### config.mk
export PLATFORM = sky130hd
export DESIGN_NAME = qspi_target
export DESIGN_NICKNAME = d
export VERILOG_FILES = /design/src/rtl/qspi_pkg.sv /design/src/rtl/qspi_sync.sv /design/src/rtl/qspi_target.sv
export SDC_FILE = /design/constraint.sdc
export NUM_CORES = 1
export LEC_CHECK = 0
export ABC_AREA = 1
export CORE_MARGIN = 2
export CORE_UTILIZATION = 50
export DETAILED_ROUTE_END_ITERATION = 8
export GPL_TIMING_DRIVEN = 1
export PLACE_DENSITY = 0.73
export SETUP_SLACK_MARGIN = 0.05
export SLEW_MARGIN = 40
export SYNTH_ARGS = -nofsm -noshare
export SYNTH_HDL_FRONTEND = slang
export SYNTH_SLANG_ARGS = --single-unit
### constraint.sdc
create_clock -name clk -period 4.59 [get_ports clk]
set_input_delay 0.918 -clock clk [delete_from_list [all_inputs] [get_ports clk]]
set_output_delay 0.918 -clock clk [all_outputs]
set_load 0.1 [all_outputs]
### src/rtl/qspi_pkg.sv
// QSPI target shared definitions: opcodes, state encoding, phase lengths.
// Build option: QSPI_TARGET_WRITE_EN adds the 0x02 page-write path.
package qspi_pkg;

    localparam logic [7:0] OP_WRITE = 8'h02;
    localparam logic [7:0] OP_READ  = 8'h03;
    localparam logic [7:0] OP_QREAD = 8'h6B;

    localparam int ADDR_LEN  = 24;
    localparam int DUMMY_CYC = 8;
    localparam int CNT_W     = 5;

    localparam logic [CNT_W-1:0] CNT_BYTE_END  = CNT_W'(7);
    localparam logic [CNT_W-1:0] CNT_ADDR_END  = CNT_W'(ADDR_LEN - 1);
    localparam logic [CNT_W-1:0] CNT_DUMMY_END = CNT_W'(DUMMY_CYC - 1);

    typedef enum logic [2:0] {
        ST_IDLE,
        ST_CMD,
        ST_ADDR,
        ST_DUMMY,
        ST_RDATA,
        ST_IGNORE
`ifdef QSPI_TARGET_WRITE_EN
        , ST_WDATA
`endif
    } state_t;

endpackage

### src/rtl/qspi_sync.sv
// Two-flop synchronizers for the QSPI pads plus SCK/CSB edge pulses.
// Build option: none (QSPI_TARGET_WRITE_EN does not affect this block).
module qspi_sync
    import qspi_pkg::*;
(
    input  logic       i_clk,
    input  logic       i_rst,
    input  logic       i_csb,
    input  logic       i_sck,
    input  logic [3:0] i_sio,
    output logic       o_csb,
    output logic       o_csb_fall,
    output logic       o_sck_rise,
    output logic       o_sck_fall,
    output logic [3:0] o_sio
);

    logic       r_csb_m;
    logic       r_csb_s;
    logic       r_csb_d;
    logic       r_sck_m;
    logic       r_sck_s;
    logic       r_sck_d;
    logic [3:0] r_sio_m;
    logic [3:0] r_sio_s;

    // Metastability chains; reset to idle pad levels (csb high, sck low).
    always_ff @(posedge i_clk) begin
        if (i_rst) begin
            r_csb_m <= 1'b1;
            r_csb_s <= 1'b1;
            r_csb_d <= 1'b1;
            r_sck_m <= 1'b0;
            r_sck_s <= 1'b0;
            r_sck_d <= 1'b0;
            r_sio_m <= 4'b0000;
            r_sio_s <= 4'b0000;
        end else begin
            r_csb_m <= i_csb;
            r_csb_s <= r_csb_m;
            r_csb_d <= r_csb_s;
            r_sck_m <= i_sck;
            r_sck_s <= r_sck_m;
            r_sck_d <= r_sck_s;
            r_sio_m <= i_sio;
            r_sio_s <= r_sio_m;
        end
    end

    assign o_csb      = r_csb_s;
    assign o_csb_fall = r_csb_d & ~r_csb_s;
    assign o_sck_rise = r_sck_s & ~r_sck_d;
    assign o_sck_fall = ~r_sck_s & r_sck_d;
    assign o_sio      = r_sio_s;

endmodule

### src/rtl/qspi_target.sv
// QSPI memory target: 0x03 single read, 0x6B quad-output read.
// Build option: QSPI_TARGET_WRITE_EN adds opcode 0x02 and mem_we/mem_wdata.
module qspi_target
    import qspi_pkg::*;
#(
    parameter int MEM_AW = 16
) (
    input  logic              clk,
    input  logic              rst,
    input  logic              pad_qspi_csb,
    input  logic              pad_qspi_sck,
    input  logic [3:0]        sio_i,
    output logic [3:0]        sio_o,
    output logic [3:0]        sio_oe,
    output logic              mem_req,
    output logic [MEM_AW-1:0] mem_addr,
    input  logic [7:0]        mem_rdata,
    output logic              cmd_err
`ifdef QSPI_TARGET_WRITE_EN
    ,
    output logic              mem_we,
    output logic [7:0]        mem_wdata
`endif
);

    localparam logic [MEM_AW-1:0] ADDR_ONE = MEM_AW'(1);

    logic             w_csb;
    logic             w_csb_fall;
    logic             w_sck_rise;
    logic             w_sck_fall;
    logic [3:0]       w_sio;
    logic             w_sio0;
    logic [7:0]       w_shift_nxt;
    logic [23:0]      w_addr_nxt;
    logic             w_bit;

    state_t           r_state;
    logic [CNT_W-1:0] r_bitcnt;
    logic [6:0]       r_shift;
    logic [22:0]      r_addr;
    logic             r_quad;
    logic             r_req_d;
    logic [7:0]       r_next;
    logic [7:0]       r_cur;
`ifdef QSPI_TARGET_WRITE_EN
    logic             r_wr;
`endif

    qspi_sync u_sync (
        .i_clk      (clk),
        .i_rst      (rst),
        .i_csb      (pad_qspi_csb),
        .i_sck      (pad_qspi_sck),
        .i_sio      (sio_i),
        .o_csb      (w_csb),
        .o_csb_fall (w_csb_fall),
        .o_sck_rise (w_sck_rise),
        .o_sck_fall (w_sck_fall),
        .o_sio      (w_sio)
    );

    assign w_sio0      = w_sio[0];
    assign w_shift_nxt = {r_shift, w_sio0};
    assign w_addr_nxt  = {r_addr, w_sio0};
    // First bit of a byte comes straight from the prefetch buffer.
    assign w_bit = (r_bitcnt == '0) ? r_next[7]
                                    : r_cur[3'd7 - r_bitcnt[2:0]];

    // Protocol FSM with registered pad and memory outputs.
    always_ff @(posedge clk) begin
        if (rst) begin
            r_state  <= ST_IDLE;
            r_bitcnt <= '0;
            r_shift  <= '0;
            r_addr   <= '0;
            r_quad   <= 1'b0;
            r_req_d  <= 1'b0;
            r_next   <= '0;
            r_cur    <= '0;
            sio_o    <= 4'b0000;
            sio_oe   <= 4'b0000;
            mem_req  <= 1'b0;
            mem_addr <= '0;
            cmd_err  <= 1'b0;
`ifdef QSPI_TARGET_WRITE_EN
            r_wr      <= 1'b0;
            mem_we    <= 1'b0;
            mem_wdata <= '0;
`endif
        end else begin
            mem_req <= 1'b0;
            cmd_err <= 1'b0;
            r_req_d <= mem_req;
            if (r_req_d) begin
                r_next <= mem_rdata;
            end
`ifdef QSPI_TARGET_WRITE_EN
            mem_we <= 1'b0;
            if (mem_we) begin
                mem_addr <= mem_addr + ADDR_ONE;
            end
`endif
            if (w_csb) begin
                r_state  <= ST_IDLE;
                r_bitcnt <= '0;
                sio_oe   <= 4'b0000;
                sio_o    <= 4'b0000;
            end else begin
                unique case (r_state)
                    ST_IDLE: begin
                        if (w_csb_fall) begin
                            r_state  <= ST_CMD;
                            r_bitcnt <= '0;
                        end
                    end
                    ST_CMD: begin
                        if (w_sck_rise) begin
                            r_shift <= w_shift_nxt[6:0];
                            if (r_bitcnt == CNT_BYTE_END) begin
                                r_bitcnt <= '0;
                                if (w_shift_nxt == OP_READ ||
                                    w_shift_nxt == OP_QREAD) begin
                                    r_state <= ST_ADDR;
                                    r_quad  <= (w_shift_nxt == OP_QREAD);
`ifdef QSPI_TARGET_WRITE_EN
                                    r_wr    <= 1'b0;
                                end else if (w_shift_nxt == OP_WRITE) begin
                                    r_state <= ST_ADDR;
                                    r_quad  <= 1'b0;
                                    r_wr    <= 1'b1;
`endif
                                end else begin
                                    r_state <= ST_IGNORE;
                                    cmd_err <= 1'b1;
                                end
                            end else begin
                                r_bitcnt <= r_bitcnt + 1'b1;
                            end
                        end
                    end
                    ST_ADDR: begin
                        if (w_sck_rise) begin
                            r_addr <= w_addr_nxt[22:0];
                            if (r_bitcnt == CNT_ADDR_END) begin
                                r_bitcnt <= '0;
                                mem_addr <= w_addr_nxt[MEM_AW-1:0];
`ifdef QSPI_TARGET_WRITE_EN
                                if (r_wr) begin
                                    r_state <= ST_WDATA;
                                end else begin
                                    mem_req <= 1'b1;
                                    r_state <= r_quad ? ST_DUMMY
                                                      : ST_RDATA;
                                end
`else
                                mem_req <= 1'b1;
                                r_state <= r_quad ? ST_DUMMY : ST_RDATA;
`endif
                            end else begin
                                r_bitcnt <= r_bitcnt + 1'b1;
                            end
                        end
                    end
                    ST_DUMMY: begin
                        if (w_sck_rise) begin
                            if (r_bitcnt == CNT_DUMMY_END) begin
                                r_bitcnt <= '0;
                                r_state  <= ST_RDATA;
                            end else begin
                                r_bitcnt <= r_bitcnt + 1'b1;
                            end
                        end
                    end
                    ST_RDATA: begin
                        if (w_sck_fall) begin
                            sio_oe <= r_quad ? 4'b1111 : 4'b0010;
                            // Byte start: promote prefetch, fetch the next.
                            if (r_bitcnt == '0) begin
                                r_cur    <= r_next;
                                mem_req  <= 1'b1;
                                mem_addr <= mem_addr + ADDR_ONE;
                            end
                            if (r_quad) begin
                                sio_o    <= (r_bitcnt == '0) ? r_next[7:4]
                                                             : r_cur[3:0];
                                r_bitcnt <= (r_bitcnt == '0) ? CNT_W'(1)
                                                             : '0;
                            end else begin
                                sio_o    <= {2'b00, w_bit, 1'b0};
                                r_bitcnt <= (r_bitcnt == CNT_BYTE_END)
                                            ? '0 : r_bitcnt + 1'b1;
                            end
                        end
                    end
                    ST_IGNORE: begin
                        sio_oe <= 4'b0000;
                    end
`ifdef QSPI_TARGET_WRITE_EN
                    ST_WDATA: begin
                        if (w_sck_rise) begin
                            r_shift <= w_shift_nxt[6:0];
                            if (r_bitcnt == CNT_BYTE_END) begin
                                r_bitcnt  <= '0;
                                mem_wdata <= w_shift_nxt;
                                mem_we    <= 1'b1;
                            end else begin
                                r_bitcnt <= r_bitcnt + 1'b1;
                            end
                        end
                    end
`endif
                    default: begin
                        r_state <= ST_IDLE;
                    end
                endcase
            end
        end
    end

endmodule
**Track usage over the die**

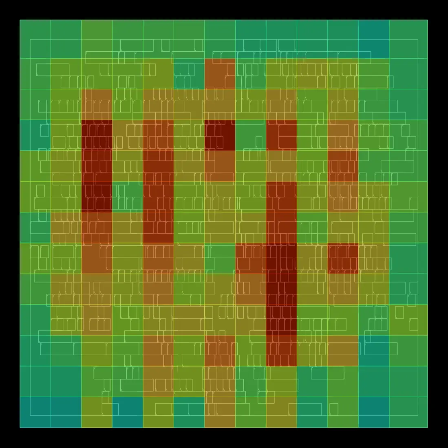
WL/cell: 12.2 um
Global Route met2 Usage: 36.3%
overall routing resource usage: 21.3%
final core occ: 58.6%
GR peak layer: met2

**Sequential cells grouped by signal name**

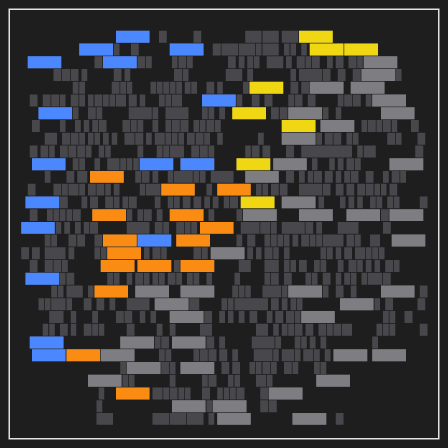
Key: r_addr = orange [sequential cells 15]; mem_addr = blue [sequential cells 16]; r_next = yellow [sequential cells 8]
Another 41 sequential cells are not colored.

==> results.sh <==
# yosys + openroad results
export IMPL_worst_r2r_setup_slack_ps=2500
export IMPL_avgSynthCellArea_um2=6.65
export IMPL_grt_pass1_vias=3307
export IMPL_worst_pin_slew_ps=744
export IMPL_fp_nets=593
export IMPL_cp_endpoint="r_bitcnt[0]$_SDFFE_PP0P_"
export IMPL_p_seq_share_pct=55.4
export IMPL_clock_path_buffers=2
export IMPL_status="complete, no violations"
export IMPL_crit_path_max_fanout=18
export IMPL_drive_gt1_share_pct=9.80
export IMPL_cts_tree="done"
export IMPL_clkSinkCount=80
export IMPL_crit_path_max_incr_delay_ps=790
export IMPL_cts_resized=0
export IMPL_dp_hpwl_mm=6.05
export IMPL_critPathCaptureType="flop"
export IMPL_swShare_pct=23.1
export IMPL_required_ps=4860
export IMPL_grt_use_met1_pct=26.7
export IMPL_drtPass1Iterations=4
export IMPL_power_mw=1.26
export IMPL_worstRegToRegCells=8
export IMPL_rr_startpoint="r_bitcnt[0]$_SDFFE_PP0P_"
export IMPL_cts_hold_buf=0
export IMPL_routed_top_layer="met4"
export IMPL_logic_area_mm2=0.00187
export IMPL_ys_types=31
export IMPL_instances_no_fill=711
export IMPL_wl_met2_mm=4.22
export IMPL_min_path_type="flop to flop"
export IMPL_dpl_cell_count=695
export IMPL_yosys_stat_area_mm2=0.00382
export IMPL_whs_path_depth=2
export IMPL_area_growth_pct=12.5
export IMPL_worst_setup_path_type="input port to flop"
export IMPL_ys_flops=80
export IMPL_relSlewSlack_pct=50.3
export IMPL_cp_arrival_ps=3010
export IMPL_path_delay_family="buffers and inverters"
export IMPL_yosysWarnings=0
export IMPL_reg2reg_to="r_state[1]$_SDFFE_PP0P_"
export IMPL_fill_cells=730
export IMPL_grt_pass1_wl_mm=14.6
export IMPL_cts_made_buffers=9
export IMPL_warnings=30
export IMPL_cp_slowest_cell="clkdlybuf4s50_1"
export IMPL_globalRouteMet3Util_pct=3.73
export IMPL_rows=31
export IMPL_layout_top_cell="nand2_1"
export IMPL_netlist_instances=574
export IMPL_grt_ovfl_total=0
export IMPL_htree_levels=3
export IMPL_met3_length_um=308
export IMPL_clk_pin_slew_ps=90
export IMPL_place_congestion=0.916
export IMPL_setup_tns_final_ps=0
export IMPL_skew_ps=6.28
export IMPL_min_from="u_sync.r_sck_m$_SDFF_PP0_"
export IMPL_grt_antenna_before_repair=0
export IMPL_startpoint_type="input port"
export IMPL_p_leak_nw=1.79
export IMPL_combPwrFrac_pct=3.1
export IMPL_fp_utilization_pct=52.1
export IMPL_p_switching_uw=291
export IMPL_fmax_mhz=365
export IMPL_drc=0
export IMPL_core_mm2=0.00733
export IMPL_avgViaCountPerCell=5.14
export IMPL_hold_viol_final=0
export IMPL_setup_ws_ps=1850
export IMPL_crit_start="rst"
export IMPL_period_minus_slack_ps=2740
export IMPL_setup_viol=0
export IMPL_synth_area_mm2=0.00382
export IMPL_rsz0062_at_grt="false"
export IMPL_cp_depth=4
export IMPL_max_vdd_ir_drop_mv=0.146
export IMPL_grt_max_degree=42
export IMPL_dpl_cell_area_mm2=0.00410
export IMPL_fp_dieW_um=91.4
export IMPL_clock_latency_late_pin_ps=350
export IMPL_seq_area_mm2=0.00160
export IMPL_power_density_mw_per_mm2=293
export IMPL_hold_end="u_sync.r_sck_s$_SDFF_PP0_"
export IMPL_p_int_uw=968
export IMPL_drt_met1_wl_mm=4.02
export IMPL_drt_wl_total_mm=8.70
export IMPL_place_ws_ps=1500
export IMPL_num_vias=3655
export IMPL_drt_iter0_markers=183
export IMPL_power_clock_fraction_pct=41.4
export IMPL_postSynthSeqShare_pct=41.9
export IMPL_crit_buf_inv=2
export IMPL_diodes=0
export IMPL_dieArea_mm2=0.00835
export IMPL_fin_crit_sh_pct=59.6
export IMPL_dieHeight_um=91.4
export IMPL_ant_nets=0
export IMPL_finalNetCount=626
export IMPL_max_cap_viol_count=0
export IMPL_root_buffer="clkbuf_8"
export IMPL_mostFrequentLayoutCells="nand2_1, nor2_1, dfxtp_1"
export IMPL_drv_slew=0
export IMPL_holdWs_ps=401
export IMPL_final_area_mm2=0.00430
export IMPL_ys_cells=574
export IMPL_path_cells="clkdlybuf4s50_1 -> nor2_1 -> clkinv_1 -> a21oi_1"
export IMPL_cts_setup_buffers=0
**Met1 routing**

Supply wires on this layer in gray. Cells faint in the background.
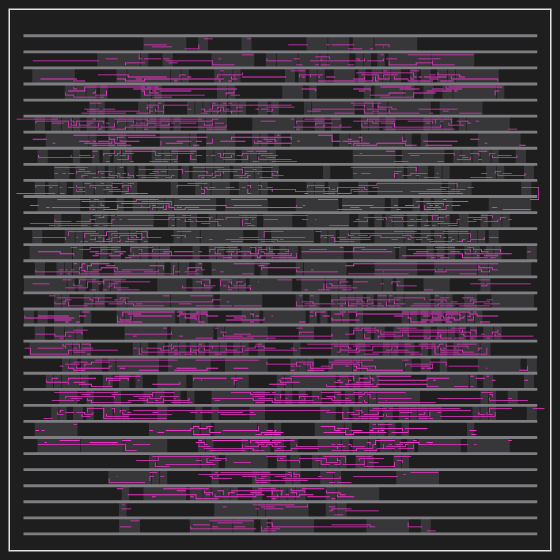
The layer holds 46% of the routed length. The wires run mostly horizontal. The longest straight run is 33.1 um. The layer carries 4020 um of wire.

**I/O nets highlighted**

Scale bar: 20 um.
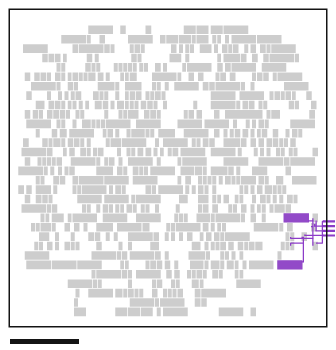
Key: sio_oe = purple [direction output, edge east, end cells 2, buffers 4, wire 50.7 um]
PortBufs: 38
I/O pins: 42

==> state kept, by name (all words and copies together) (netlist names), 2 cells and up <==
signal,count
mem_addr,16
r_cur,8
r_bitcnt,5
r_state,3
r_next,8
sio_o,4
r_shift,7
sio_oe,2
r_addr,15
==> power groups by stage <==
stage | Combinational (mW) | Clock, mW | Sequential [mW]
floorplan | 0.0238 | 0 | 0.714
global placement | 0.0388 | 0 | 0.714
detailed placement | 0.0393 | 0 | 0.714
CTS | 0.0396 | 0.533 | 0.698
global route | 0.0442 | 0.563 | 0.698
finish | 0.0395 | 0.522 | 0.698
==> cell families after synthesis <==
family / synth area share, %
AOI/OAI and AO/OA: 15.1
xor gates and xnor gates: 0.229
adders and majority gates: 0.983
buffers and inverters: 9.20
DFF: 41.9
and+or+nand+nor: 32.5
==> cell usage after synthesis, drive strengths merged <==
cell type | number | area share, %
a21oi | 37 | 4.8
clkinv | 2 | 0.20
buf | 10 | 1.9
dfxtp | 80 | 42
o21ai | 67 | 9.0
nand2 | 134 | 14
clkbuf | 7 | 0.69
a31oi | 2 | 0.33
or2 | 2 | 0.33
xor2 | 1 | 0.23
o211ai | 3 | 0.59
nor3 | 10 | 1.4
o21bai | 2 | 0.39
nand3 | 33 | 4.3
and2 | 1 | 0.16
nor2 | 109 | 11
nand4 | 6 | 0.98
ha | 3 | 0.98
inv | 65 | 6.4
==> cell type report <==
cell class                      instances  share of cell area (%)
Clock buffer                           10                    2.97
Sequential cell                        80                    37.3
Inverter                               67                    5.85
Timing Repair Buffer                   39                    6.00
Tap cell                               99                    2.88
Multi-Input combinational cell        410                    43.4
Clock inverter                          6                    1.60
==> tightest hold or removal path: cells and delay by family (launching register included) <==
family	cells	cell delay, ps
flip-flops	1	300
AND/OR/NAND/NOR	1	30
buffers and inverters	1	40
Power and IR drop assume default switching activity.
